Fig. 1: run 1, signal wires on met1
Scale: 4 px per micron. Supply wires on this layer in grey. Cells faint in the background.
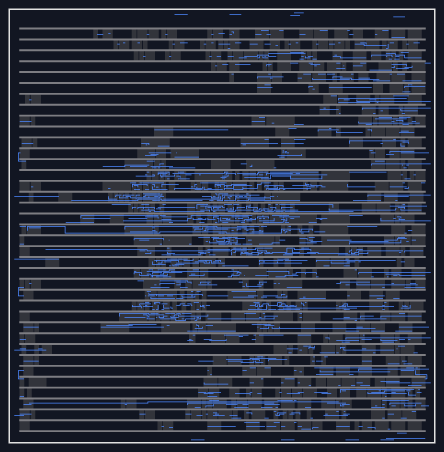
Fig. 2: run 1, met2 routing
Scale: 4 px per micron.
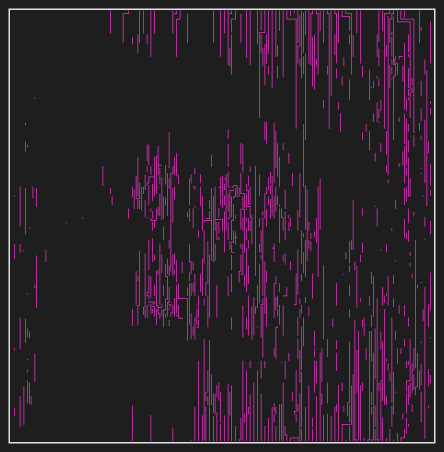
Fig. 3: run 1, signal wires on met3
Scale: 6 px per micron. Cells faint in the background.
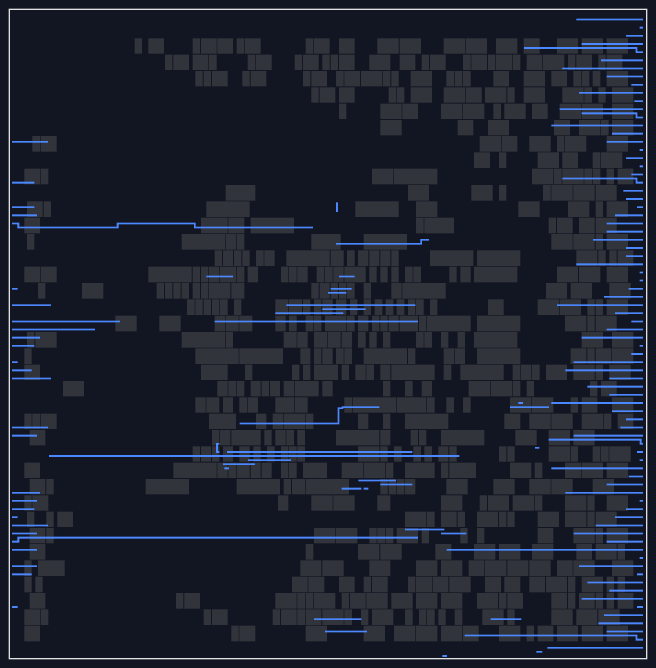
Fig. 4: run 1, the metal 4 layer
Scale: 3 px per micron. Supply wires on this layer in grey. Cells faint in the background.
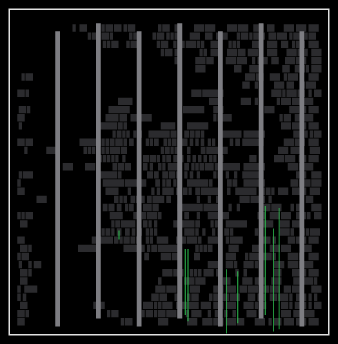
File: src/rtl/apb_prci_rstseq.sv
// PRCI reset sequencer: PLL-lock gated dbg -> ddr -> sys release, APB regs.
// Define PRCI_WDOG_EN to add the 32-bit software watchdog at offset 0x0C.

package apb_prci_pkg;

   typedef struct packed {
      logic [31:0] baseaddr;
      logic [31:0] addrmask;
   } mapinfo_type;

   typedef struct packed {
      logic [15:0] vid;
      logic [15:0] did;
      logic [31:0] addr_start;
      logic [31:0] addr_end;
   } dev_config_type;

   typedef struct packed {
      logic        psel;
      logic        penable;
      logic        pwrite;
      logic [31:0] paddr;
      logic [31:0] pwdata;
   } apb_in_type;

   typedef struct packed {
      logic [31:0] prdata;
      logic        pready;
      logic        pslverr;
   } apb_out_type;

endpackage

module apb_prci_rstseq
   import apb_prci_pkg::*;
#(
   parameter int LOCK_STABLE = 32,
   parameter int HOLD_CYCLES = 16
) (
   input  logic           i_clk,
   input  logic           i_rst,
   input  logic           i_pll_lock,
   input  logic           i_dmreset,
   input  mapinfo_type    i_mapinfo,
   output dev_config_type o_cfg,
   input  apb_in_type     i_apbi,
   output apb_out_type    o_apbo,
   output logic           o_sys_nrst,
   output logic           o_dbg_nrst,
   output logic           o_ddr_nrst
);

   localparam int LW = $clog2(LOCK_STABLE + 1);
   localparam int HW = $clog2(HOLD_CYCLES + 1);
   localparam logic [LW-1:0] LOCK_LAST = LW'(LOCK_STABLE - 1);
   localparam logic [LW-1:0] LOCK_MAX  = LW'(LOCK_STABLE);
   localparam logic [HW-1:0] HOLD_LAST = HW'(HOLD_CYCLES - 1);

   typedef enum logic [2:0] {
      ST_WAIT_LOCK = 3'd0,
      ST_REL_DBG   = 3'd1,
      ST_REL_DDR   = 3'd2,
      ST_RUN       = 3'd3,
      ST_SYS_RST   = 3'd4
   } state_e;

   state_e        state_q, state_d;
   logic [LW-1:0] lock_cnt_q, lock_cnt_d;
   logic [HW-1:0] hold_q, hold_d;
   logic          sys_nrst_q, sys_nrst_d;
   logic          dbg_nrst_q, dbg_nrst_d;
   logic          ddr_nrst_q, ddr_nrst_d;
   logic [3:0]    cause_q, cause_d, cause_set, cause_w1c;
   logic          swreq_q, swreq_d;
   logic          pready_q, pready_d;
   logic [31:0]   prdata_q, prdata_d, rdata;
   logic          acc, wr_en, rd_en, wd_fire;
   logic [9:0]    off;
   logic          unused_apb_bits;
`ifdef PRCI_WDOG_EN
   logic [31:0]   wdog_q, wdog_d;
`endif

   assign unused_apb_bits = ^{i_apbi.paddr, i_apbi.pwdata};

   // PnP descriptor for the bus1 slot taken straight from the map entry
   always_comb begin
      o_cfg            = '0;
      o_cfg.vid        = 16'h00F1;
      o_cfg.did        = 16'h0077;
      o_cfg.addr_start = i_mapinfo.baseaddr;
      o_cfg.addr_end   = i_mapinfo.baseaddr | ~i_mapinfo.addrmask;
   end

   // APB decode: one-cycle pready after the access phase, read mux
   always_comb begin
      acc       = i_apbi.psel & i_apbi.penable & ~pready_q;
      wr_en     = acc & i_apbi.pwrite;
      rd_en     = acc & ~i_apbi.pwrite;
      off       = i_apbi.paddr[11:2];
      cause_w1c = '0;
      if (wr_en && off == 10'h001) cause_w1c = i_apbi.pwdata[3:0];
      swreq_d   = wr_en && off == 10'h002 && i_apbi.pwdata[0];
      rdata     = '0;
      case (off)
         10'h000: rdata = {25'd0, state_q, ddr_nrst_q, dbg_nrst_q,
                           sys_nrst_q, i_pll_lock};
         10'h001: rdata = {28'd0, cause_q};
`ifdef PRCI_WDOG_EN
         10'h003: rdata = wdog_q;
`endif
         default: rdata = '0;
      endcase
      pready_d = acc;
      prdata_d = rd_en ? rdata : '0;
   end

`ifdef PRCI_WDOG_EN
   assign wd_fire = (state_q == ST_RUN) && (wdog_q == 32'd1);

   // Watchdog: counts down only in RUN, cleared whenever a reset is entered
   always_comb begin
      wdog_d = wdog_q;
      if (state_q == ST_RUN && wdog_q != 32'd0) wdog_d = wdog_q - 32'd1;
      if (wr_en && off == 10'h003) wdog_d = i_apbi.pwdata;
      if (state_d != state_q &&
          (state_d == ST_SYS_RST || state_d == ST_WAIT_LOCK))
         wdog_d = '0;
   end

   // Watchdog counter register
   always_ff @(posedge i_clk) begin
      if (i_rst) wdog_q <= '0;
      else       wdog_q <= wdog_d;
   end
`else
   assign wd_fire = 1'b0;
`endif

   // Sequencer next state, counters, cause events and reset outputs
   always_comb begin
      state_d    = state_q;
      lock_cnt_d = lock_cnt_q;
      hold_d     = hold_q;
      cause_set  = '0;
      case (state_q)
         ST_WAIT_LOCK: begin
            if (!i_pll_lock) begin
               lock_cnt_d = '0;
            end else if (lock_cnt_q == LOCK_LAST) begin
               state_d    = ST_REL_DBG;
               lock_cnt_d = '0;
               hold_d     = '0;
            end else if (lock_cnt_q != LOCK_MAX) begin
               lock_cnt_d = lock_cnt_q + 1'b1;
            end
         end
         ST_REL_DBG: begin
            if (hold_q == HOLD_LAST) begin
               state_d = ST_REL_DDR;
               hold_d  = '0;
            end else begin
               hold_d = hold_q + 1'b1;
            end
         end
         ST_REL_DDR: begin
            if (!i_pll_lock) begin
               state_d      = ST_WAIT_LOCK;
               hold_d       = '0;
               cause_set[1] = 1'b1;
            end else if (hold_q == HOLD_LAST) begin
               state_d = ST_RUN;
               hold_d  = '0;
            end else begin
               hold_d = hold_q + 1'b1;
            end
         end
         ST_RUN: begin
            cause_set[2] = i_dmreset | swreq_q;
            cause_set[3] = wd_fire;
            if (!i_pll_lock) begin
               state_d      = ST_WAIT_LOCK;
               cause_set[1] = 1'b1;
            end else if (i_dmreset | swreq_q | wd_fire) begin
               state_d = ST_SYS_RST;
               hold_d  = '0;
            end
         end
         ST_SYS_RST: begin
            if (!i_pll_lock) begin
               state_d      = ST_WAIT_LOCK;
               hold_d       = '0;
               cause_set[1] = 1'b1;
            end else if (hold_q == HOLD_LAST) begin
               if (!i_dmreset) begin
                  state_d = ST_RUN;
                  hold_d  = '0;
               end
            end else begin
               hold_d = hold_q + 1'b1;
            end
         end
         default: begin
            state_d    = ST_WAIT_LOCK;
            lock_cnt_d = '0;
            hold_d     = '0;
         end
      endcase
      sys_nrst_d = (state_d == ST_RUN) &&
                   (state_q == ST_RUN || state_q == ST_SYS_RST);
      dbg_nrst_d = dbg_nrst_q | (state_d == ST_REL_DBG);
      ddr_nrst_d = (state_d != ST_WAIT_LOCK) &&
                   (ddr_nrst_q | (state_d == ST_REL_DDR));
      cause_d    = (cause_q & ~cause_w1c) | cause_set;
   end

   // State and output registers
   always_ff @(posedge i_clk) begin
      if (i_rst) begin
         state_q    <= ST_WAIT_LOCK;
         lock_cnt_q <= '0;
         hold_q     <= '0;
         sys_nrst_q <= 1'b0;
         dbg_nrst_q <= 1'b0;
         ddr_nrst_q <= 1'b0;
         cause_q    <= 4'b0001;
         swreq_q    <= 1'b0;
         pready_q   <= 1'b0;
         prdata_q   <= '0;
      end else begin
         state_q    <= state_d;
         lock_cnt_q <= lock_cnt_d;
         hold_q     <= hold_d;
         sys_nrst_q <= sys_nrst_d;
         dbg_nrst_q <= dbg_nrst_d;
         ddr_nrst_q <= ddr_nrst_d;
         cause_q    <= cause_d;
         swreq_q    <= swreq_d;
         pready_q   <= pready_d;
         prdata_q   <= prdata_d;
      end
   end

   // Response bundle and reset outputs
   always_comb begin
      o_apbo         = '0;
      o_apbo.prdata  = prdata_q;
      o_apbo.pready  = pready_q;
      o_apbo.pslverr = 1'b0;
      o_sys_nrst     = sys_nrst_q;
      o_dbg_nrst     = dbg_nrst_q;
      o_ddr_nrst     = ddr_nrst_q;
   end

endmodule

File: config.mk
export PLATFORM = sky130hd
export DESIGN_NAME = apb_prci_rstseq
export DESIGN_NICKNAME = d
export VERILOG_FILES = /design/src/rtl/apb_prci_rstseq.sv
export SDC_FILE = /design/constraint.sdc
export NUM_CORES = 1
export LEC_CHECK = 0
export ABC_AREA = 1
export CORE_AREA = 2 2 104 106
export CTS_CLUSTER_SIZE = 25
export DETAILED_ROUTE_END_ITERATION = 10
export DIE_AREA = 0 0 106 108
export GPL_ROUTABILITY_DRIVEN = 0
export GPL_TIMING_DRIVEN = 0
export PLACE_DENSITY = 0.71
export SKIP_LAST_GASP = 1
export SLEW_MARGIN = 5
export SYNTH_ARGS = -nofsm -noshare
export SYNTH_HDL_FRONTEND = slang
export SYNTH_SLANG_ARGS = --single-unit
File: constraint.sdc
create_clock -name i_clk -period 2.2 [get_ports i_clk]
set_input_delay 0.44 -clock i_clk [delete_from_list [all_inputs] [get_ports i_clk]]
set_output_delay 0.44 -clock i_clk [all_outputs]
set_load 0.02 [all_outputs]
==> metrics.csv, run 1 <==
stage;metric;value;unit
timing;setup TNS;0;ns
detailed_routing;DRC;0;
cts;Setup Fix Bufs, Post-CTS;0;
global_routing;busiest grt layer;met2;
synth;multiplexer area fraction after synthesis;0;
synth;Yosys Chip Area;0.00248;sq mm
power_and_ir_drop;clk pwr;0.000476;W
timing;Fin Clk Skew;0.0137;ns
finish;Finished Layout Cells;747;
detailed_routing;DR vias;2873;
detailed_routing;DR WL/cell;11.3;microns
placed_design;placed insts;739;
critical_path;CP max FO;2;
critical_path;CP arrival;1.68;ns
synth;area share, top type;0.275;
detailed_routing;drt total wl;8.43;mm
synth;Seq share, synth;0.242;
cts;CTS sink count;30;
finish;Seq Cell Count;30;
detailed_routing;drt first pass iters;5;
finish;inverters;61;
floorplan;Core Area;0.0102;sq mm
critical_path;CP Launch Type;primary input;
floorplan;Chip Width;106;microns
worst_hold_path;path category of the worst min-delay check;reg2reg;
critical_path;worst setup path category;in2out;
power_and_ir_drop;Pleak;2.21;nW
synth;top cells by count;nand2_1, buf_4, inv_1, dfxtp_1, nor2_1;
synth;largest cells by area after synthesis;buf_4, dfxtp_1, nand2_1;
outcome;outcome;complete, no violations;
cts;Clock transition at path regs;0.07;ns
cts;TritonCTS clock tree;done;
cts;cts hold-fix bufs;0;
finish;Signal buffers;251;
floorplan;die height;108;microns
power_and_ir_drop;Top Consumer;combinational logic;
timing;Worst Setup Slack, final;0.0828;ns
finish;# fillers;1013;
power_and_ir_drop;P_comb;0.000646;W
finish;Layout clock area frac;0.0209;
synth;Synth area leader;buf_4;
cts;post-CTS sizing;0;
timing;final setup vio count;0;
finish;most numerous logic cell after layout;clkdlybuf4s50_1;
finish;Flop area;601;sq um
floorplan;IO Count;268;
power_and_ir_drop;combinational share of power;0.387;
placed_design;DPL Wire Length;7.29;mm
finish;Total Nets Final;748;
detailed_routing;routed vias/inst;3.85;
cts;Worst-Skew Late Latency;0.29;ns
floorplan;Tapcells;136;
finish;final core utilization;0.445;
synth;fa+ha+maj area frac;0.0151;
finish;Area Growth Syn to Fin;83.5;%
power_and_ir_drop;Seq. pwr;0.000548;W
finish;# diodes;0;
power_and_ir_drop;P_int;0.00115;W
finish;Biggest Area Class;non-clock buffers;
placed_design;count of input and output buffers;159;
flow_run;tool warnings;77;
detailed_routing;initial drt markers;103;
synth;Synth Area in Simple Gates;0.308;
critical_path;Worst setup EP type;primary output;
global_routing;grt met2 use;0.242;
synth;Synth flops;30;
timing;Hold WS;0.445;ns
finish;layout cells sized above 1;0.203;
synth;Yosys cell types;30;
finish;Regs by FF count;prdata_q: 7 flops, lock_cnt_q: 6 flops, hold_q: 5 flops;
finish;max reg flops;7;
synth;warnings from Yosys;0;
global_routing;first-pass GRT wire length;12.5;mm
timing;Final Max-Slew Violation Tally;0;
power_and_ir_drop;P_sw;0.000520;W
placed_design;DP Area;0.00445;sq mm
cts;Num CTS Buffers;5;
power_and_ir_drop;Clock power frac;0.285;
power_and_ir_drop;Overall Power;0.00167;W
power_and_ir_drop;Worst VDD drop;0.205;mV
synth;average size of a mapped cell;6.40;sq um
flow_run;max_cap viols;0;
finish;logic share of the area;0.258;
global_routing;M1 GR Usage;0.153;
detailed_routing;post-route ant nets;0;
## Picture notes: Fig. 1
share of all routed wire: 37%
nets with wire on the layer: 586
wire length on this layer: 3110 microns
longest straight run: 47.6 microns
main direction: horizontal

## Picture notes: Fig. 2
share of all routed wire: 48%
longest straight run: 39.6 microns

## Picture notes: Fig. 3
wire length on this layer: 1070 microns
main direction: horizontal
longest straight run: 68.1 microns
nets with wire on the layer: 124
share of all routed wire: 13%

## Picture notes: Fig. 4
main direction: vertical
nets with wire on the layer: 8

run 1: critical path, cell delays in order:
cell and delay [ns]:
clkdlybuf4s50_1 0.48, buf_4 0.11, clkdlybuf4s50_1 0.65
run 1: final timing paths:
kind                                     from         end  slack (ns)  depth (start not counted)
worst max-delay path            i_mapinfo[56]   o_cfg[56]        0.08                          3
worst min register to register     cause_q[0]  cause_q[0]        0.44                          2
worst max register to register      hold_q[0]  o_ddr_nrst        0.58                         10
worst min-delay path               cause_q[0]  cause_q[0]        0.44                          2
run 1: routing by layer:
metal | wire, microns | up-vias
met4 | 196 | 0
met1 | 3110 | 1224
met5 | 0 | -
met2 | 4060 | 154
li1 | - | 1479
met3 | 1070 | 16
## Run 2: what changed since run 1
--- a/config.mk
+++ b/config.mk
@@ -11,8 +11,9 @@
 export DETAILED_ROUTE_END_ITERATION = 10
 export DIE_AREA = 0 0 106 108
 export GPL_ROUTABILITY_DRIVEN = 0
-export GPL_TIMING_DRIVEN = 0
+export GPL_TIMING_DRIVEN = 1
 export PLACE_DENSITY = 0.71
+export RECOVER_POWER = 25
 export SKIP_LAST_GASP = 1
 export SLEW_MARGIN = 5
 export SYNTH_ARGS = -nofsm -noshare
Fig. 5: run 2, clock network drawn from the DEF
Scale: 2 px per micron.
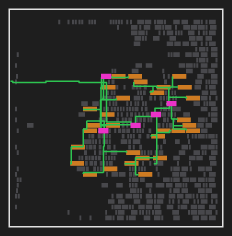
[orange] flip-flops | count: 30
[green] clock wires | length: 456 microns
[magenta] clock-net drivers | count: 5
routed clock nets: 6

Fig. 6: run 2, congestion heat map
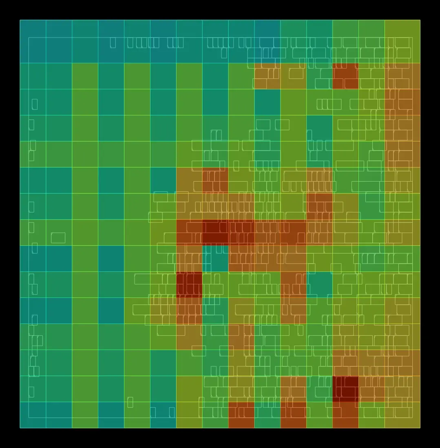
busiest grt layer: met2
Total GRT Usage: 0.127
M1 GR Usage: 0.130
met3 usage: 0.0657

==> run 2 against run 1 <==
Compared with the run above: worst setup slack worse by 0.0017 ns; die area is the same; clock skew shrank 0.0073 ns; utilization shrank 6.7 points; wire length decreased by 6.8%; critical path type unchanged; clock power up about 10%; area after synthesis unchanged; largest cell class unchanged.
==> metrics.csv, run 2 <==
stage;metric;value;unit;change
timing;Fin Clk Skew;0.00632;ns;-0.00733 ns
detailed_routing;routed vias/inst;3.90;;+1.3%
critical_path;CP max FO;2;;unchanged
flow_run;tool warnings;77;;unchanged
finish;Signal buffers;162;;-35%
finish;Layout clock area frac;0.0285;;+0.00757
timing;Hold WS;0.451;ns;+0.00577 ns
finish;Seq Cell Count;30;;unchanged
placed_design;count of input and output buffers;159;;unchanged
floorplan;IO Count;268;;unchanged
detailed_routing;WL met3;947;microns;-11%
critical_path;worst setup path category;in2out;;
placed_design;DPL Wire Length;6.76;mm;-7.3%
power_and_ir_drop;Worst VDD drop;0.229;mV;+12%
critical_path;CP Launch Type;primary input;;
global_routing;first-pass GRT wire length;11.3;mm;-9.3%
placed_design;DP Area;0.00379;sq mm;-15%
critical_path;Critical Path Slowest Stage Cell;clkdlybuf4s50_1;;
synth;warnings from Yosys;0;;unchanged
synth;area share, top type;0.275;;unchanged
detailed_routing;WL met2;3.85;mm;-5.1%
placed_design;placed insts;650;;-12%
global_routing;grt met2 use;0.231;;-0.0111
finish;# diodes;1;;+1
finish;Total Nets Final;659;;-12%
synth;multiplexer area fraction after synthesis;0;;unchanged
finish;Regs by FF count;prdata_q: 7 flops, lock_cnt_q: 6 flops, hold_q: 5 flops;;
worst_hold_path;Hold Path Sink;cause_q[0];;
finish;most numerous logic cell after layout;clkdlybuf4s50_1;;
cts;cts hold-fix bufs;0;;unchanged
finish;inverters;61;;unchanged
detailed_routing;DR WL/cell;11.9;microns;+5.7%
cts;Worst-Skew Late Latency;0.28;ns;about the same
critical_path;CP endpoint;o_cfg[17];;
flow_run;max_cap viols;0;;unchanged
power_and_ir_drop;Pleak;1.80;nW;-19%
finish;# fillers;1050;;+3.7%
critical_path;worst r2r src;hold_q[0];;
synth;Yosys Chip Area;0.00248;sq mm;unchanged
timing;setup TNS;0;ns;unchanged
outcome;outcome;complete, no violations;;
Fig. 7: run 2, met2 routing
Scale: 4 px per micron.
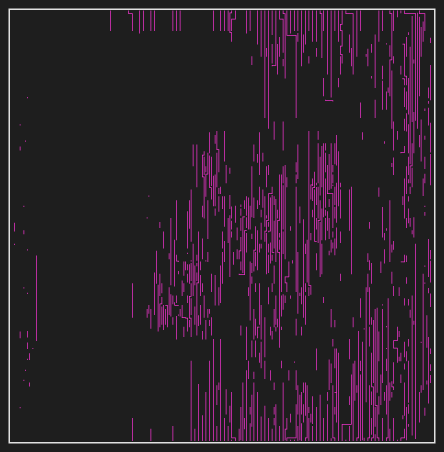
main direction: vertical
nets with wire on the layer: 524
longest straight run: 48.6 microns

-- run 2: cell types whose count changed in the layout (fill, tap and decap cells not counted), sizes merged --
cell,previous run,this run
clkinvlp,1,0
clkbuf,7,9
buf,91,3
clkdlybuf4s50,157,144
dlygate4sd3,0,13
dlymetal6s2s,2,1
diode,0,1
clkinv,2,1
-- run 2: where the power goes --
group | switching [W] | total (W) | leakage (nW) | internal, W
clock network | 0.000210 | 0.000525 | 0.0575 | 0.000316
registers | 0.00000227 | 0.000548 | 0.242 | 0.000546
logic | 0.000270 | 0.000518 | 1.50 | 0.000249
-- run 2: critical path, delay by kind of cell --
family	cells	cell delay, ns
buffers and inverters	3	1.18
AND/OR/NAND/NOR	1	0.06
Power and IR drop assume default switching activity.
